### src/rtl/prog_loader_pkg.sv
// Shared definitions for the program loader and the instruction fetch path.
package prog_loader_pkg;

    // Instruction address and word widths, shared with the fetch path.
    localparam int ADDR_W_DEF = 26;
    localparam int DATA_W_DEF = 32;

    // Loader FSM encoding.
    localparam logic [2:0] S_IDLE  = 3'd0;
    localparam logic [2:0] S_CHECK = 3'd1;
    localparam logic [2:0] S_READ  = 3'd2;
    localparam logic [2:0] S_WAIT  = 3'd3;
    localparam logic [2:0] S_WRITE = 3'd4;
    localparam logic [2:0] S_DONE  = 3'd5;

endpackage

### src/rtl/loader_lat_counter.sv
// Source read latency timer: 3-bit down-counter with terminal-count compare.
// Loaded with SRC_LAT-1 in the READ cycle; expired marks the last WAIT cycle.
module loader_lat_counter (
    input  logic       clock,
    input  logic       reset,
    input  logic       load,
    input  logic [2:0] load_val,
    input  logic       en,
    output logic       expired
);

    logic [2:0] count_q;
    logic [2:0] count_d;

    // Next count: load has priority, otherwise count down while enabled.
    always_comb begin
        count_d = count_q;
        if (load) begin
            count_d = load_val;
        end else if (en && (count_q != 3'd0)) begin
            count_d = count_q - 3'd1;
        end
    end

    // Counter register.
    always_ff @(posedge clock) begin
        if (reset) begin
            count_q <= 3'd0;
        end else begin
            count_q <= count_d;
        end
    end

    assign expired = (count_q == 3'd1);

endmodule

### src/rtl/prog_loader.sv
// Sequential copy engine that fills instruction memory from a fixed-latency source.
//
// state   | meaning
// --------+-----------------------------------------------------------
// IDLE    | waiting for start; address outputs hold their last values
// CHECK   | validate length and destination range of the latched request
// READ    | one-cycle source read strobe at the current source pointer
// WAIT    | waiting SRC_LAT-1 cycles for source data
// WRITE   | write the returned word to instruction memory, advance pointers
// DONE    | one-cycle done pulse (err as determined), then IDLE
module prog_loader
    import prog_loader_pkg::*;
#(
    parameter int ADDR_W  = ADDR_W_DEF,
    parameter int DATA_W  = DATA_W_DEF,
    parameter int SRC_LAT = 1
) (
    input  logic              clock,
    input  logic              reset,
    input  logic              start,
    input  logic              abort,
    input  logic [ADDR_W-1:0] src_base,
    input  logic [ADDR_W-1:0] dst_base,
    input  logic [ADDR_W-1:0] length,
    output logic              src_rd,
    output logic [ADDR_W-1:0] src_addr,
    input  logic [DATA_W-1:0] src_data,
    output logic              imem_we,
    output logic [ADDR_W-1:0] imem_addr,
    output logic [DATA_W-1:0] imem_wdata,
    output logic              busy,
    output logic              done,
    output logic              err,
    output logic [ADDR_W-1:0] words_done
);

    localparam logic [2:0]      LAT_M1    = 3'(SRC_LAT - 1);
    localparam logic [ADDR_W:0] ADDR_SPAN = {1'b1, {ADDR_W{1'b0}}};

    logic [2:0]        state_q, state_d;
    logic [ADDR_W-1:0] src_ptr_q, src_ptr_d;
    logic [ADDR_W-1:0] dst_ptr_q, dst_ptr_d;
    logic [ADDR_W-1:0] len_q, len_d;
    logic [ADDR_W-1:0] words_q, words_d;
    logic              err_q, err_d;
    logic [ADDR_W-1:0] src_addr_q, src_addr_d;
    logic [ADDR_W-1:0] imem_addr_q, imem_addr_d;
    logic              lat_load, lat_en, lat_expired;
    logic [ADDR_W:0]   dst_end;
    logic              dst_over;

    loader_lat_counter u_lat (
        .clock    (clock),
        .reset    (reset),
        .load     (lat_load),
        .load_val (LAT_M1),
        .en       (lat_en),
        .expired  (lat_expired)
    );

    // Destination end computed one bit wider so a range ending past the top is caught.
    assign dst_end  = {1'b0, dst_ptr_q} + {1'b0, len_q};
    assign dst_over = (dst_end > ADDR_SPAN);

    // FSM next state, pointer and counter updates.
    always_comb begin
        state_d   = state_q;
        src_ptr_d = src_ptr_q;
        dst_ptr_d = dst_ptr_q;
        len_d     = len_q;
        words_d   = words_q;
        err_d     = err_q;
        lat_load  = 1'b0;
        lat_en    = 1'b0;
        case (state_q)
            S_IDLE: begin
                if (start) begin
                    src_ptr_d = src_base;
                    dst_ptr_d = dst_base;
                    len_d     = length;
                    words_d   = '0;
                    err_d     = 1'b0;
                    state_d   = S_CHECK;
                end
            end
            S_CHECK: begin
                if (abort || ((len_q != '0) && dst_over)) begin
                    err_d   = 1'b1;
                    state_d = S_DONE;
                end else if (len_q == '0) begin
                    state_d = S_DONE;
                end else begin
                    state_d = S_READ;
                end
            end
            S_READ: begin
                if (abort) begin
                    err_d   = 1'b1;
                    state_d = S_DONE;
                end else if (SRC_LAT > 1) begin
                    lat_load = 1'b1;
                    state_d  = S_WAIT;
                end else begin
                    state_d = S_WRITE;
                end
            end
            S_WAIT: begin
                lat_en = 1'b1;
                if (abort) begin
                    err_d   = 1'b1;
                    state_d = S_DONE;
                end else if (lat_expired) begin
                    state_d = S_WRITE;
                end
            end
            S_WRITE: begin
                // The write in this cycle always lands, even when aborted.
                src_ptr_d = src_ptr_q + ADDR_W'(1);
                dst_ptr_d = dst_ptr_q + ADDR_W'(1);
                words_d   = words_q + ADDR_W'(1);
                if (abort) begin
                    err_d   = 1'b1;
                    state_d = S_DONE;
                end else if ((words_q + ADDR_W'(1)) == len_q) begin
                    state_d = S_DONE;
                end else begin
                    state_d = S_READ;
                end
            end
            S_DONE: begin
                state_d = S_IDLE;
            end
            default: begin
                state_d = S_IDLE;
            end
        endcase
    end

    // Address outputs are registered copies of the pointers taken on entry to
    // READ/WRITE, so they hold the last used address rather than the advanced pointer.
    always_comb begin
        src_addr_d  = (state_d == S_READ)  ? src_ptr_d : src_addr_q;
        imem_addr_d = (state_d == S_WRITE) ? dst_ptr_d : imem_addr_q;
    end

    // State registers.
    always_ff @(posedge clock) begin
        if (reset) begin
            state_q     <= S_IDLE;
            src_ptr_q   <= '0;
            dst_ptr_q   <= '0;
            len_q       <= '0;
            words_q     <= '0;
            err_q       <= 1'b0;
            src_addr_q  <= '0;
            imem_addr_q <= '0;
        end else begin
            state_q     <= state_d;
            src_ptr_q   <= src_ptr_d;
            dst_ptr_q   <= dst_ptr_d;
            len_q       <= len_d;
            words_q     <= words_d;
            err_q       <= err_d;
            src_addr_q  <= src_addr_d;
            imem_addr_q <= imem_addr_d;
        end
    end

    assign src_rd     = (state_q == S_READ);
    assign imem_we    = (state_q == S_WRITE);
    assign imem_wdata = imem_we ? src_data : '0;
    assign busy       = (state_q == S_CHECK) || (state_q == S_READ) ||
                        (state_q == S_WAIT)  || (state_q == S_WRITE);
    assign done       = (state_q == S_DONE);
    assign err        = done && err_q;
    assign src_addr   = src_addr_q;
    assign imem_addr  = imem_addr_q;
    assign words_done = words_q;

endmodule
### config.mk
export PLATFORM = sky130hd
export DESIGN_NAME = prog_loader
export DESIGN_NICKNAME = d
export VERILOG_FILES = /design/src/rtl/prog_loader_pkg.sv /design/src/rtl/loader_lat_counter.sv /design/src/rtl/prog_loader.sv
export SDC_FILE = /design/constraint.sdc
export NUM_CORES = 1
export LEC_CHECK = 0
export CORE_MARGIN = 4
export CORE_UTILIZATION = 56
export DETAILED_ROUTE_END_ITERATION = 10
export GPL_TIMING_DRIVEN = 0
export PLACE_DENSITY = 0.87
export SYNTH_ARGS = -nofsm -noshare
export SYNTH_HDL_FRONTEND = slang
export SYNTH_SLANG_ARGS = --single-unit
### constraint.sdc
create_clock -name clock -period 8.1 [get_ports clock]
set_input_delay 0.81 -clock clock [delete_from_list [all_inputs] [get_ports clock]]
set_output_delay 0.81 -clock clock [all_outputs]
set_load 0.01 [all_outputs]
==> impl_metrics.csv, run 1 <==
group,metric,value,unit
final_timing,tns,0,ns
logic_synthesis,synth_nets,1497,
logic_synthesis,synthCells,1350,
power_and_ir_drop,power.clock.fraction,25.7,%
logic_synthesis,yosys-top-cells-count,"169 x nand2_1, 163 x dfxtp_1, 146 x a21oi_1, 135 x nor2_1, 69 x clkbuf_1",
logic_synthesis,flop_cell,"dfxtp_1",
die,ios,229,
logic_synthesis,topCellsByArea,"dfxtp_1 32%, a21oi_1 7.1%, nand2_1 6.1%",
final_timing,rsz0062_at_grt,"false",
clocking,cts_buffers,17,
clocking,cts.root.buffer_cell,"clkbuf_16",
global_routing,antenna_found_initial,1,
clocking,cts.clk_slew.worst_paths,0.07,ns
power_and_ir_drop,p_switching,1.27,mW
final_timing,fin_worst_skew,0.0144,ns
critical_path,cp_cell_sequence,"ha_1, inv_1, fa_1, nand2b_1, a21oi_2, o21ai_0, and3_1, or4_1, a2111oi_2, nand4_1, or3_1, a211oi_1, o22ai_1",
die,fp.dieW,144,um
final_timing,min_period_over_period,55.9,%
critical_path,path_class,"reg2reg",
global_routing,grt_start_max_net_pins,18,
logic_synthesis,syn_area,10300,um2
power_and_ir_drop,p_comb_share,40.0,%
logic_synthesis,ys_chip_area,10300,um2
critical_path,crit_slowest_cell,"or4_1",
layout,area_growth,30.4,%
outcome,status,"finished, final reports clean",
final_timing,setup_viol,0,
logic_synthesis,yosys_warnings,0,
critical_path,crit_required,8.38,ns
logic_synthesis,ys_seq_share,31.6,%
global_routing,grt_overflow_total,0,
logic_synthesis,synth_top_area_share,31.6,%
power_and_ir_drop,powerDensity,229,nW/um2
placed_design,io_buffer_count,227,
-- run 1: worst max-delay path, delay by kind of cell, from the launching register on --
| family | cells | cell delay, ns |
|---|---|---|
| AND/OR/NAND/NOR | 5 | 1.75 |
| AND-OR/OR-AND | 5 | 1.39 |
| adder cells (fa/ha/maj) | 2 | 0.65 |
| flip-flops | 1 | 0.52 |
| buffers and inverters | 1 | 0.06 |
-- run 1: through the flow --
stage	hold slack, ns	worst slack, ns	total power, mW
floorplan	0.444	4.40	1.79
global placement	0.463	3.73	2.23
detailed placement	0.465	3.74	2.25
CTS	0.481	3.72	3.03
global route	0.508	3.40	3.21
finish	0.480	3.57	3.08
-- run 1: layer usage --
metal,part of all wire [%],GRT usage [%],up-vias,wire length [um]
met2,45,56.1,681,17000
met4,4.7,14.3,0,1770
met1,40,45.4,5454,15100
met5,0,0,-,0
met3,11,9.28,127,3980
li1,-,-,5358,-
-- run 1: power groups by stage --
stage          sequential (mW)  combinational, mW  clock (mW)
2_1_floorplan             1.01              0.779           0
3_3_place_gp              1.06               1.17           0
3_5_place_dp              1.06               1.19           0
4_1_cts                   1.04               1.20       0.787
5_1_grt                   1.06               1.33       0.819
6_report                  1.06               1.23       0.792
-- run 1: cell families after synthesis --
group / share of synthesized area [%]
xor+xnor: 4.58
mux: 4.76
simple gates: 29.7
buf+inv: 4.44
compound gates: 20.8
flops: 31.6
fa+ha+maj: 4.07
-- run 1: sequential cells by signal (all words and copies together), names as in the netlist --
register / flops
imem_addr: 26
src_addr: 26
len_q: 26
src_ptr_q: 26
u_lat.count_q: 3
words_done: 26
err_q: 1
dst_ptr_q: 26
state_q: 3
-- run 1: cells in the final DEF (no fill, tap or decap), types with 19 or more instances in the layout --
| cell | count |
|---|---|
| clkdlybuf4s50_1 | 227 |
| nand2_1 | 169 |
| dfxtp_1 | 163 |
| a21oi_1 | 146 |
| nor2_1 | 135 |
| clkbuf_1 | 69 |
| o21ai_0 | 57 |
| and3_1 | 52 |
| nand3_1 | 52 |
| xnor2_1 | 35 |
| nor2b_1 | 35 |
| ha_1 | 32 |
| nor3_1 | 31 |
| inv_1 | 27 |
| nand4_1 | 24 |
| o211ai_1 | 21 |
| mux2_4 | 20 |
| a21o_1 | 19 |
| xor2_1 | 19 |
-- run 1: cell type report --
| class | instances | area [um2] | area share, % |
|---|---|---|---|
| Antenna cell | 1 | 2.50 | 0.0186 |
| Buffer | 86 | 353 | 2.62 |
| Clock buffer | 17 | 425 | 3.16 |
| Clock inverter | 15 | 148 | 1.10 |
| Inverter | 28 | 105 | 0.781 |
| Multi-Input combinational cell | 1073 | 6600 | 49.0 |
| Sequential cell | 163 | 3260 | 24.3 |
| Tap cell | 229 | 287 | 2.13 |
| Timing Repair Buffer | 227 | 2270 | 16.9 |
-- run 1: worst paths after layout --
| kind | slack, ns | to | start | cells past startpoint |
|---|---|---|---|---|
| worst max-delay path | 3.57 | state_q[2] | dst_ptr_q[0] | 13 |
| worst min-delay path | 0.48 | imem_addr[3] | imem_addr[3] | 2 |
| worst max register to register | 3.57 | state_q[2] | dst_ptr_q[0] | 13 |
| worst min register to register | 0.48 | imem_addr[3] | imem_addr[3] | 2 |
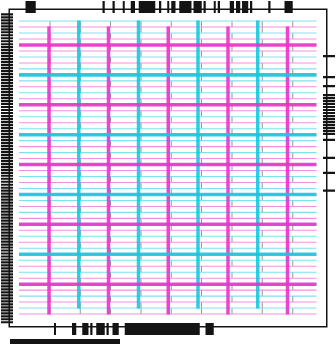
Run 1: supply network
The bar under the picture is 50 um long. Pins as bars on the die edge. Tap cells in gray.
legend:
  VDD:
    color: cyan
  VSS:
    color: magenta
met1 rails: 50
met5 straps: 9
tap cells: 229

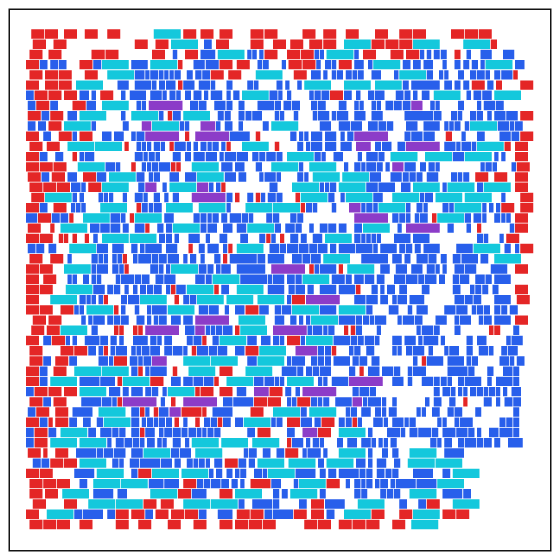
Run 1: placement by cell class
legend:
  remaining logic cells:
    color: blue
    cells: 1101
    share_of_their_area: 51%
  remaining buffers and delay cells:
    color: red
    cells: 313
    share_of_their_area: 20%
  registers:
    color: cyan
    cells: 163
    share_of_their_area: 25%
  clock drivers and dummy loads:
    color: purple
    cells: 32
    share_of_their_area: 4.4%
Core ar.: 18000 um2
Core Util, Final: 74.6%
Cell Rows: 49
flop share of the area: 24.3%

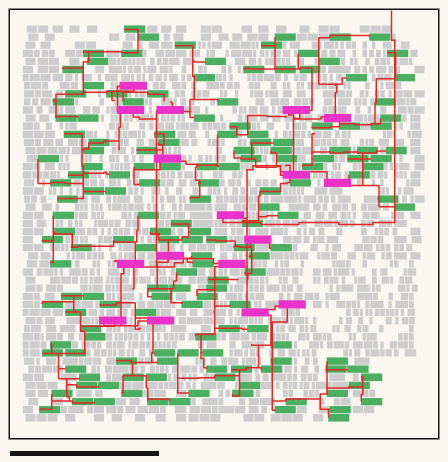
Run 1: clock wires, drivers and flops
The bar under the picture is 50 um long.
legend:
  clock wires:
    color: red
    length: 2010 um
  flip-flops:
    color: green
    count: 163
  clock-net drivers:
    color: magenta
    count: 17
flops lie: widely spread

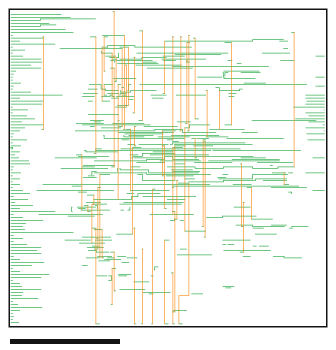
Run 1: routed metal, one color a layer
The bar under the picture is 50 um long. Only two layers are drawn.
legend:
  M4:
    color: orange
    wire_length: 1770 um
  M3:
    color: green
    wire_length: 3980 um
Via Count: 11600
final WL: 37.8 mm

--- run 2 (diff from run 1) ---
--- a/config.mk
+++ b/config.mk
@@ -6,10 +6,10 @@
 export NUM_CORES = 1
 export LEC_CHECK = 0
 export CORE_MARGIN = 4
-export CORE_UTILIZATION = 56
+export CORE_UTILIZATION = 52
 export DETAILED_ROUTE_END_ITERATION = 10
 export GPL_TIMING_DRIVEN = 0
-export PLACE_DENSITY = 0.87
+export PLACE_DENSITY = 0.82
 export SYNTH_ARGS = -nofsm -noshare
 export SYNTH_HDL_FRONTEND = slang
 export SYNTH_SLANG_ARGS = --single-unit
==> constraint.sdc (replaced) <==
create_clock -name clock -period 4.6 [get_ports clock]
set_input_delay 0.46 -clock clock [delete_from_list [all_inputs] [get_ports clock]]
set_output_delay 0.46 -clock clock [all_outputs]
set_load 0.01 [all_outputs]
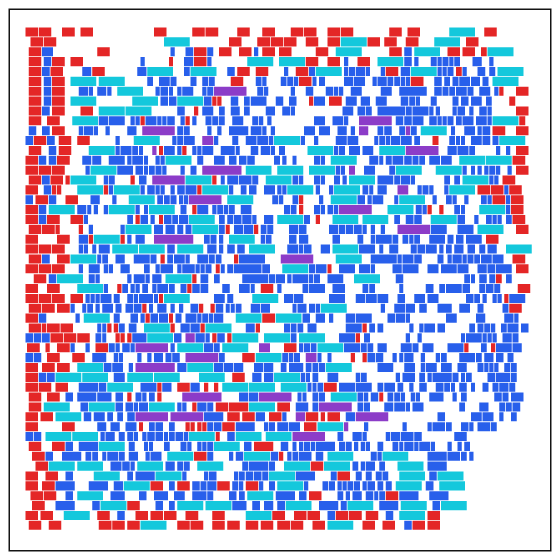
Run 2: placement by cell class
legend:
  clock drivers and dummy loads:
    color: purple
    cells: 32
    share_of_their_area: 4.7%
  remaining buffers and delay cells:
    color: red
    cells: 313
    share_of_their_area: 20%
  remaining logic cells:
    color: blue
    cells: 1101
    share_of_their_area: 51%
  registers:
    color: cyan
    cells: 163
    share_of_their_area: 25%

==> run 2 against run 1 <==
Clock power up 93%; non-clock buffer count unchanged; first-iteration DRC count down 4.4%; critical endpoint unchanged; highest routed layer unchanged; routed wire length up 0.25%; setup slack worse by 3.4 ns; register-to-register slack worse by 3.4 ns; sequential share of layout area down 0.16 points; combinational power up 75%; die area up 7.3%; fmax up 1.7%.
==> impl_metrics.csv, run 2 <==
group,metric,value,unit
clocking,cts_buffers,17,
logic_synthesis,topCellsByArea,"dfxtp_1 32%, a21oi_1 7.1%, nand2_1 6.1%",
final_timing,rsz0062_at_grt,"false",
final_timing,tns,0,ns
placed_design,io_buffer_count,227,
layout,area_growth,31.3,%
drt,vias,11600,
final_timing,fin_hold_ws,0.478,ns
final_timing,min_period_over_period,96.8,%
logic_synthesis,synth_top_area_share,31.6,%
die,rows,51,
logic_synthesis,flop_cell,"dfxtp_1",
outcome,status,"finished, final reports clean",
layout,final-comb-area,6600,um2
critical_path,crit_required,4.87,ns
clocking,cts.root.buffer_cell,"clkbuf_16",
logic_synthesis,syn_area,10300,um2
logic_synthesis,ys_seq_share,31.6,%
logic_synthesis,synthCells,1350,
logic_synthesis,synth_nets,1497,
global_routing,antenna_found_initial,1,
die,core_area,19500,um2
clocking,cts.clk_slew.worst_paths,0.06,ns
global_routing,grt_start_max_net_pins,17,
die,fp.dieW,149,um
layout,regArea,3260,um2
global_routing,grt_overflow_total,0,
layout,lay_top_count,"clkdlybuf4s50_1",
layout,lay_top_cells,"227 x clkdlybuf4s50_1, 169 x nand2_1, 163 x dfxtp_1",
run 2: cell counts after synthesis:
No cell type changed its count.
run 2: kinds of logic after synthesis:
family	count (synthesis)	synth area share [%]
xor gates and xnor gates	54	4.58
DFF	163	31.6
muxes	38	4.76
adders and majority gates	33	4.07
and+or+nand+nor	604	29.7
AOI/OAI and AO/OA	344	20.8
buffers and inverters	114	4.44
run 2: report_power, final:
group          internal [mW]  switching, mW  total (mW)
Clock                  0.911          0.617        1.53
Combinational          0.867           1.28        2.15
Sequential              1.59          0.269        1.86
Total                   3.37           2.17        5.54
run 2: layer usage:
metal  up-vias  track usage (%)  share of wire (%)
met3       103             8.11                 11
met4         0             11.9                3.4
met2       729             53.6                 45
li1       5372                -                  -
met5         -                0                  0
met1      5382             43.5                 40
run 2: path summary, 6_finish.rpt:
path / slack (ns) / depth (start not counted) / from / end
hold / removal: 0.48 / 2 / imem_addr[18] / imem_addr[18]
hold reg to reg: 0.48 / 2 / imem_addr[18] / imem_addr[18]
setup / recovery: 0.15 / 13 / dst_ptr_q[0] / state_q[2]
setup reg to reg: 0.15 / 13 / dst_ptr_q[0] / state_q[2]
run 2: area by class of cell:
type | count | area share, %
sequential | 163 | 24.1
timing repair buffer | 227 | 16.8
tap | 265 | 2.45
clock inverter | 12 | 1.35
antenna | 1 | 0.0185
multi-input combinational | 1073 | 48.7
clock buffer | 20 | 3.22
buffer | 86 | 2.60
inverter | 28 | 0.776
run 2: critical path, stage by stage, from the launching register on:
cell	delay, ns
dfxtp_1	0.50
ha_1	0.25
inv_1	0.06
fa_1	0.39
nand2b_1	0.21
a21oi_2	0.20
o21ai_0	0.17
and3_1	0.22
or4_1	0.54
a2111oi_2	0.38
nand4_1	0.32
or3_1	0.46
a211oi_1	0.41
o22ai_1	0.17
run 2: per-stage QoR:
stage	setup WS (ns)	cell area, um2	utilization, %	std cells
2_1_floorplan	0.904	10300	-	1350
3_3_place_gp	0.276	12900	66.4	1842
3_5_place_dp	0.293	12900	66.4	1842
4_1_cts	0.279	13500	69.6	1874
5_1_grt	0.0101	13500	69.6	1875
6_report	0.147	13500	69.6	1875
Power and IR drop assume default switching activity.
